## src/rtl/pipelined_adder_tree_pkg.sv

```systemverilog
// Shared constants and sizing helper for the neighbour-count adder tree.
// Instantiators use sum_width() to size the net that receives out_sum.
package pipelined_adder_tree_pkg;

    localparam int NEIGHBOUR_COUNT = 8;
    localparam int COUNT_WIDTH     = 4;

    function automatic int sum_width(input int n, input int w);
        return w + $clog2(n);
    endfunction

endpackage

```

## src/rtl/adder_tree_level.sv

```systemverilog
// One registered level of the adder tree: PAIRS pairwise adds, widened by one bit,
// with a shared valid bit. The data registers load only when the incoming beat is valid.
module adder_tree_level
    import pipelined_adder_tree_pkg::*;
#(
    parameter int PAIRS = 1,
    parameter int IN_W  = 1
) (
    input  logic                      clk_i,
    input  logic                      rst_ni,
    input  logic                      advance_i,
    input  logic                      clear_i,
    input  logic [2*PAIRS*IN_W-1:0]   data_i,
    input  logic                      valid_i,
    output logic [PAIRS*(IN_W+1)-1:0] data_o,
    output logic                      valid_o
);

    localparam int OW = IN_W + 1;

    logic [PAIRS*OW-1:0] sum_d;
    logic [PAIRS*OW-1:0] data_q;
    logic                valid_q;

    always_comb begin
        sum_d = '0;
        for (int p = 0; p < PAIRS; p++) begin
            sum_d[p*OW +: OW] = OW'(data_i[2*p*IN_W +: IN_W]) + OW'(data_i[(2*p+1)*IN_W +: IN_W]);
        end
    end

    // clear wins over advance; data is held so a flush does not toggle the data path.
    always_ff @(posedge clk_i or negedge rst_ni) begin
        if (!rst_ni) begin
            data_q  <= '0;
            valid_q <= 1'b0;
        end else if (clear_i) begin
            valid_q <= 1'b0;
        end else if (advance_i) begin
            valid_q <= valid_i;
            if (valid_i) begin
                data_q <= sum_d;
            end
        end
    end

    assign data_o  = data_q;
    assign valid_o = valid_q;

endmodule

```

## src/rtl/pipelined_adder_tree.sv

```systemverilog
// Pipelined unsigned multi-operand adder: LEVELS registered pairwise-add levels under a
// single global stall (advance), with a synchronous flush. Latency is LEVELS cycles.
module pipelined_adder_tree
    import pipelined_adder_tree_pkg::*;
#(
    parameter  int NUM_INPUTS = NEIGHBOUR_COUNT,
    parameter  int IN_WIDTH   = 1,
    localparam int LEVELS     = $clog2(NUM_INPUTS),
    localparam int OUT_WIDTH  = sum_width(NUM_INPUTS, IN_WIDTH)
) (
    input  logic                           clk,
    input  logic                           rst_n,
    input  logic                           clear,
    input  logic [NUM_INPUTS*IN_WIDTH-1:0] in_data,
    input  logic                           in_valid,
    output logic                           in_ready,
    output logic [OUT_WIDTH-1:0]           out_sum,
    output logic                           out_valid,
    input  logic                           out_ready
);

    localparam int PAD_W = (2**LEVELS) * IN_WIDTH;

    if (NUM_INPUTS < 2 || NUM_INPUTS > 64 || IN_WIDTH < 1 || IN_WIDTH > 16) begin : g_param_err
        $error("pipelined_adder_tree: NUM_INPUTS must be 2..64 and IN_WIDTH 1..16");
    end

    // Every level boundary lives in one flat bus; segment k holds the inputs of level k
    // (2**(LEVELS-k) entries of IN_WIDTH+k bits), and the last segment is out_sum.
    function automatic int seg_off(input int k);
        int o;
        o = 0;
        for (int j = 0; j < k; j++) begin
            o += (2**(LEVELS-j)) * (IN_WIDTH + j);
        end
        return o;
    endfunction

    localparam int BUS_W = seg_off(LEVELS + 1);

    logic [BUS_W-1:0] bus;
    logic [LEVELS:0]  vld;
    logic             advance;

    assign advance = !out_valid || out_ready;
    assign in_ready = advance;

    assign bus[0 +: PAD_W] = PAD_W'(in_data);
    assign vld[0]          = in_valid;

    for (genvar k = 0; k < LEVELS; k++) begin : g_level
        localparam int PAIRS = 2**(LEVELS-k-1);
        localparam int LW    = IN_WIDTH + k;

        adder_tree_level #(
            .PAIRS (PAIRS),
            .IN_W  (LW)
        ) u_level (
            .clk_i     (clk),
            .rst_ni    (rst_n),
            .advance_i (advance),
            .clear_i   (clear),
            .data_i    (bus[seg_off(k) +: 2*PAIRS*LW]),
            .valid_i   (vld[k]),
            .data_o    (bus[seg_off(k+1) +: PAIRS*(LW+1)]),
            .valid_o   (vld[k+1])
        );
    end

    assign out_sum   = bus[seg_off(LEVELS) +: OUT_WIDTH];
    assign out_valid = vld[LEVELS];

endmodule

```

## config.mk

```make
export PLATFORM = sky130hd
export DESIGN_NAME = pipelined_adder_tree
export DESIGN_NICKNAME = d
export VERILOG_FILES = /design/src/rtl/pipelined_adder_tree_pkg.sv /design/src/rtl/adder_tree_level.sv /design/src/rtl/pipelined_adder_tree.sv
export SDC_FILE = /design/constraint.sdc
export NUM_CORES = 1
export LEC_CHECK = 0
export CAP_MARGIN = 10
export CORE_AREA = 2 2 63 65
export DETAILED_ROUTE_END_ITERATION = 8
export DIE_AREA = 0 0 65 67
export MAX_ROUTING_LAYER = met4
export SYNTH_ARGS = -nofsm -noshare
export SYNTH_HDL_FRONTEND = slang
export SYNTH_SLANG_ARGS = --single-unit
```

## constraint.sdc

```tcl
create_clock -name clk -period 2.1 [get_ports clk]
set_clock_uncertainty 0.2 [all_clocks]
set_input_delay 0.42 -clock clk [delete_from_list [all_inputs] [get_ports clk]]
set_output_delay 0.42 -clock clk [all_outputs]
set_load 0.03 [all_outputs]
```

**Run 1: the metal 1 layer**

Supply wires on this layer in grey.
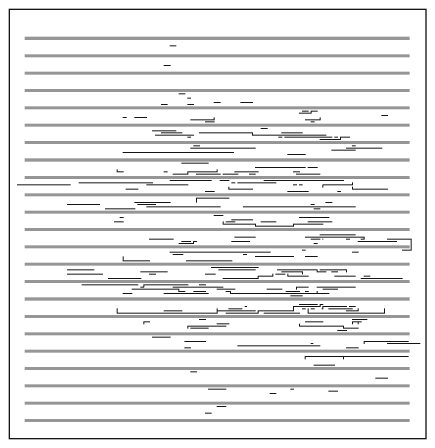
nets with wire on the layer: 106
longest straight run: 17.5 µm
wire length on this layer: 732 µm
via count: 638
GRT met1 Usage: 0.105
Post-Route WL: 1670 µm

**Run 1: met2 routing**

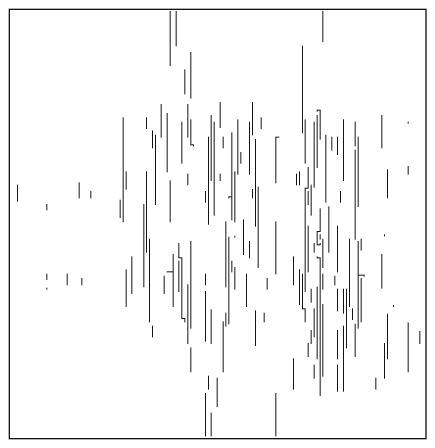
share of all routed wire: 49%
wire length on this layer: 823 µm
met2 usage: 0.156

**Run 1: M3 wires**

Scale bar: 20 µm. Cells faint in the background.
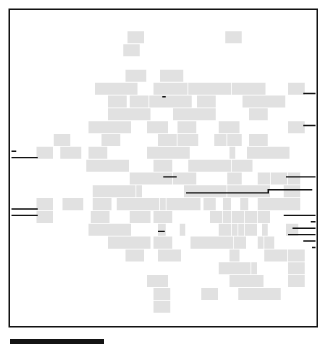
share of all routed wire: 4.7%
main direction: horizontal
longest straight run: 17.2 µm
nets with wire on the layer: 14
GRT met3 Usage: 0.0203

==> results.toml, run 1 <==
# implementation run metrics
[run_status]
outcome = "completed"

[critical_path]
crit_buf_inv = 1
r2r_start = "g_level[1].u_level.data_o[0]$_DFFE_PN0P_"
path_depth = 1
end_kind = "primary output"
crit_start = "g_level[2].u_level.data_o[3]$_DFFE_PN0P_"
r2r_setup_slack_ps = 370
crit_chain = "clkdlybuf4s50_1"
critPathLaunchType = "flip-flop"

[final_timing]
tns_ps = 0
tightest_slew_ps = 306
finalSetupViolCount = 0
min_period_ps = 1900
rsz0062_at_grt = "no"

[clock_network]
cts.sinks = 21
cts_tree = "done"
clk_path_buf_depth = 2
htree_levels = 1
path_clk_slew_ps = 80
ctsHoldBuffers = 0
cts_root_buffer = "clkbuf_8"

[placed_design]
placedCellCount = 143
port-buffer-count = 18
hpwl_um = 1320
place_ws_ps = 61.9

[yosys]
async_reset_ff_frac = 1.00
top_cell_area_share = 0.497
syn_area_um2 = 1060
ys_seq_share = 0.497
ys_sh_aoi = 0.0533
synth.most_common_cell = "dfrtp_1"
edf_count = 0
topCombFamilyByArea = "adder cells"
synth.cellmix.simpleShare = 0.0651
synth.avg_cell_area_um2 = 13.9
ys_top_cells_by_count = "dfrtp_1, mux2_2, ha_1"
top_area_cell = "dfrtp_1"
ys_types = 19
ys_ff = 21
ys.flop_type = "dfrtp_1"
fa_ha_area_frac = 0.163

[pwr]
pwr-share-clk = 0.210
maxPowerGroup = "registers"
peakVddDrop_uv = 186
p_sw_uw = 398
p_seq_uw = 580
p_leak_nw = 0.617
p_seq_frac = 0.454
powerComb_uw = 428

[global_route]
grt_use_total = 0.0932
grt-busiest-layer = "met2"
grt_pass1_wl_um = 2970
grt_max_degree = 22
antenna_found_initial = 0
first_global_vias = 684

[route]
wl_per_cell_um = 11.3
drt_iter0_drc = 26
antenna_left = 0
route.detailed.drc = 0

[cells_and_area]
final_cells = 148
largest_register_ffs = 18
finalNetCount = 126
mostFrequentLayoutCell = "dfrtp_1"
final_layout_top_logic_cells = "dfrtp_1, clkdlybuf4s50_1, mux2_2, ha_1, buf_4"
area_delta_synth_final_pct = 29.1

[hold_path]
hold_class = "in -> async"

[run]
tool_warnings = 26
drv_cap = 0

[floorplan]
core_um2 = 3610
io_pins = 19
rows = 22
run 1: per-stage QoR:
stage               area (µm²)  hold WS [ps]  power (mW)
global route              1370           321        1.37
finish                    1370           304        1.28
global placement          1310           292        1.01
floorplan                 1060         -75.6       0.899
detailed placement        1310           296        1.03
CTS                       1360           301        1.31
run 1: routing by layer:
| layer | part of all wire | routed length, µm |
|---|---|---|
| met4 | 0.021 | 35 |
| met1 | 0.44 | 731 |
| met3 | 0.046 | 77 |
| met5 | 0 | 0 |
| met2 | 0.49 | 822 |
run 1: cell type report:
cell class              instances  area (µm²)  share of cell area
clock buffers                   3        41.3              0.0302
clock inverters                 1        5.00             0.00367
inverters                       4        15.0              0.0110
multi-input cells              46         475               0.348
flip-flops and latches         21         526               0.385
well taps                      48        60.1              0.0440
repair buffers                 25         243               0.178
**Run 1: clock nets**

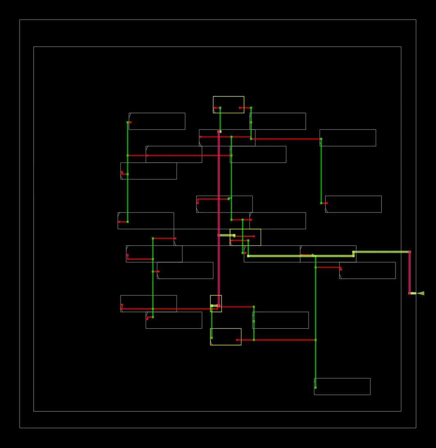

==> run 1 -> run 2 <==
--- a/config.mk
+++ b/config.mk
@@ -6,9 +6,9 @@
 export NUM_CORES = 1
 export LEC_CHECK = 0
 export CAP_MARGIN = 10
-export CORE_AREA = 2 2 63 65
+export CORE_AREA = 2 2 57 72
 export DETAILED_ROUTE_END_ITERATION = 8
-export DIE_AREA = 0 0 65 67
+export DIE_AREA = 0 0 59 74
 export MAX_ROUTING_LAYER = met4
 export SYNTH_ARGS = -nofsm -noshare
 export SYNTH_HDL_FRONTEND = slang
**Run 2: clock nets**

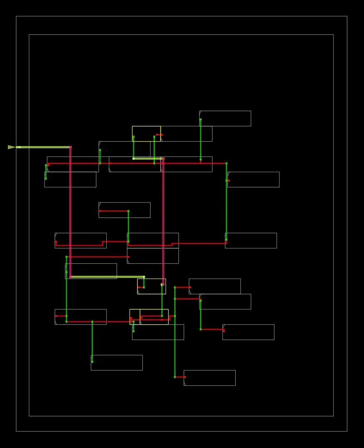
CTS buffer count: 3
Sinks on Clock Net: 21

**Run 2: selected gate families**

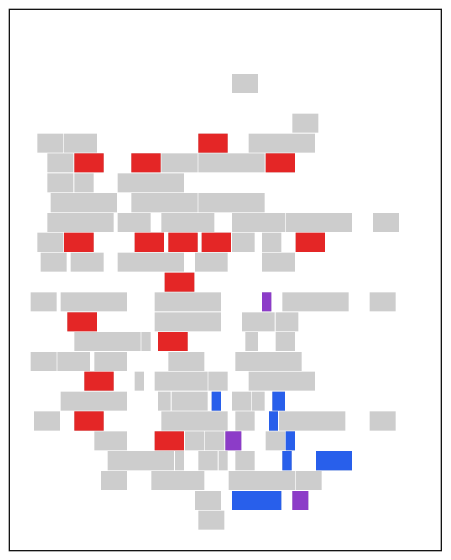
[NAND gates] purple | cells: 3 | most used: nand2b_1
[multiplexers] red | cells: 15 | most used: mux2_2
[NOR gates] blue | cells: 7 | most used: nor2_1
final cell count without fillers: 139
dominant logic cell type in the layout: dfrtp_1
logic share of the area: 0.353

==> results.toml, run 2 <==
# implementation run metrics
[route]
wl_per_cell_um = 11.5
route.detailed.drc = 0
wl_met2_um = 783
num_vias = 634
wl_met3_um = 73
drt_iter0_drc = 2
routed.top_layer = "met4"
wirelength_um = 1600
met1_length_um = 699

[yosys]
ys.flop_type = "dfrtp_1"
ys_top_cells_by_count = "dfrtp_1, mux2_2, ha_1"
edf_count = 0
async_reset_ff_frac = 1.00
top_area_cell = "dfrtp_1"
synth.cellmix.simpleShare = 0.0651
ys_sh_aoi = 0.0533
synth.avg_cell_area_um2 = 13.9
topCombFamilyByArea = "adder cells"
synth.most_common_cell = "dfrtp_1"
ys_types = 19
top_cell_area_share = 0.497
ys_ff = 21

[global_route]
use_met1 = 0.104
antenna_found_initial = 0
grt-busiest-layer = "met2"
grt_max_degree = 22
grt_use_met2 = 0.141
grt_util_met3 = 0.0157
grt_use_total = 0.0908
grt_pass1_wl_um = 2820
first_global_vias = 643

[pwr]
peakVddDrop_uv = 352
powerComb_uw = 435
p_leak_nw = 0.612
p_seq_uw = 577
p_seq_frac = 0.452
p_sw_uw = 397

[placed_design]
port-buffer-count = 18
hpwl_um = 1290
placedCellCount = 135

[run]
tool_warnings = 26
drv_cap = 0

[clock_network]
clk_path_buf_depth = 2
cts_root_buffer = "clkbuf_8"
ctsHoldBuffers = 0
htree_levels = 1

[critical_path]
crit_chain = "clkdlybuf4s50_1, nor2b_4, inv_1, buf_4"
end_kind = "primary output"
path_depth = 4
crit_buf_inv = 3
critPathLaunchType = "input pin"
r2r_start = "g_level[1].u_level.data_o[0]$_DFFE_PN0P_"

[hold_path]
hold_class = "in -> async"

[final_timing]
tns_ps = 0
min_period_ps = 2030

[run_status]
outcome = "completed"

[floorplan]
core_um2 = 3690
rows = 25

[cells_and_area]
largest_register_ffs = 18
[run 2: cell counts after synthesis]
Identical to the previous run, type by type.
[run 2: layout make-up]
type / instances / area [µm²]
fillers: 372 / 2340
inverters: 4 / 15.0
repair buffers: 24 / 235
clock buffers: 3 / 41.3
well taps: 40 / 50.0
flip-flops and latches: 21 / 526
clock inverters: 1 / 5.00
multi-input cells: 46 / 475
[run 2: per-stage QoR]
stage                     hold WS (ps)  setup slack, ps  total power [mW]  area, µm²  utilization
after detailed placement           287             60.0              1.03       1300        0.353
after CTS                          298             63.1              1.30       1350        0.365
after global routing               315            0.283              1.38       1350        0.365
after floorplan                  -75.6              309             0.899       1060            -
final                              291             67.7              1.28       1350        0.365
after global placement             281             70.1              1.01       1300        0.353
Power is estimated from default activity; no workload was simulated.
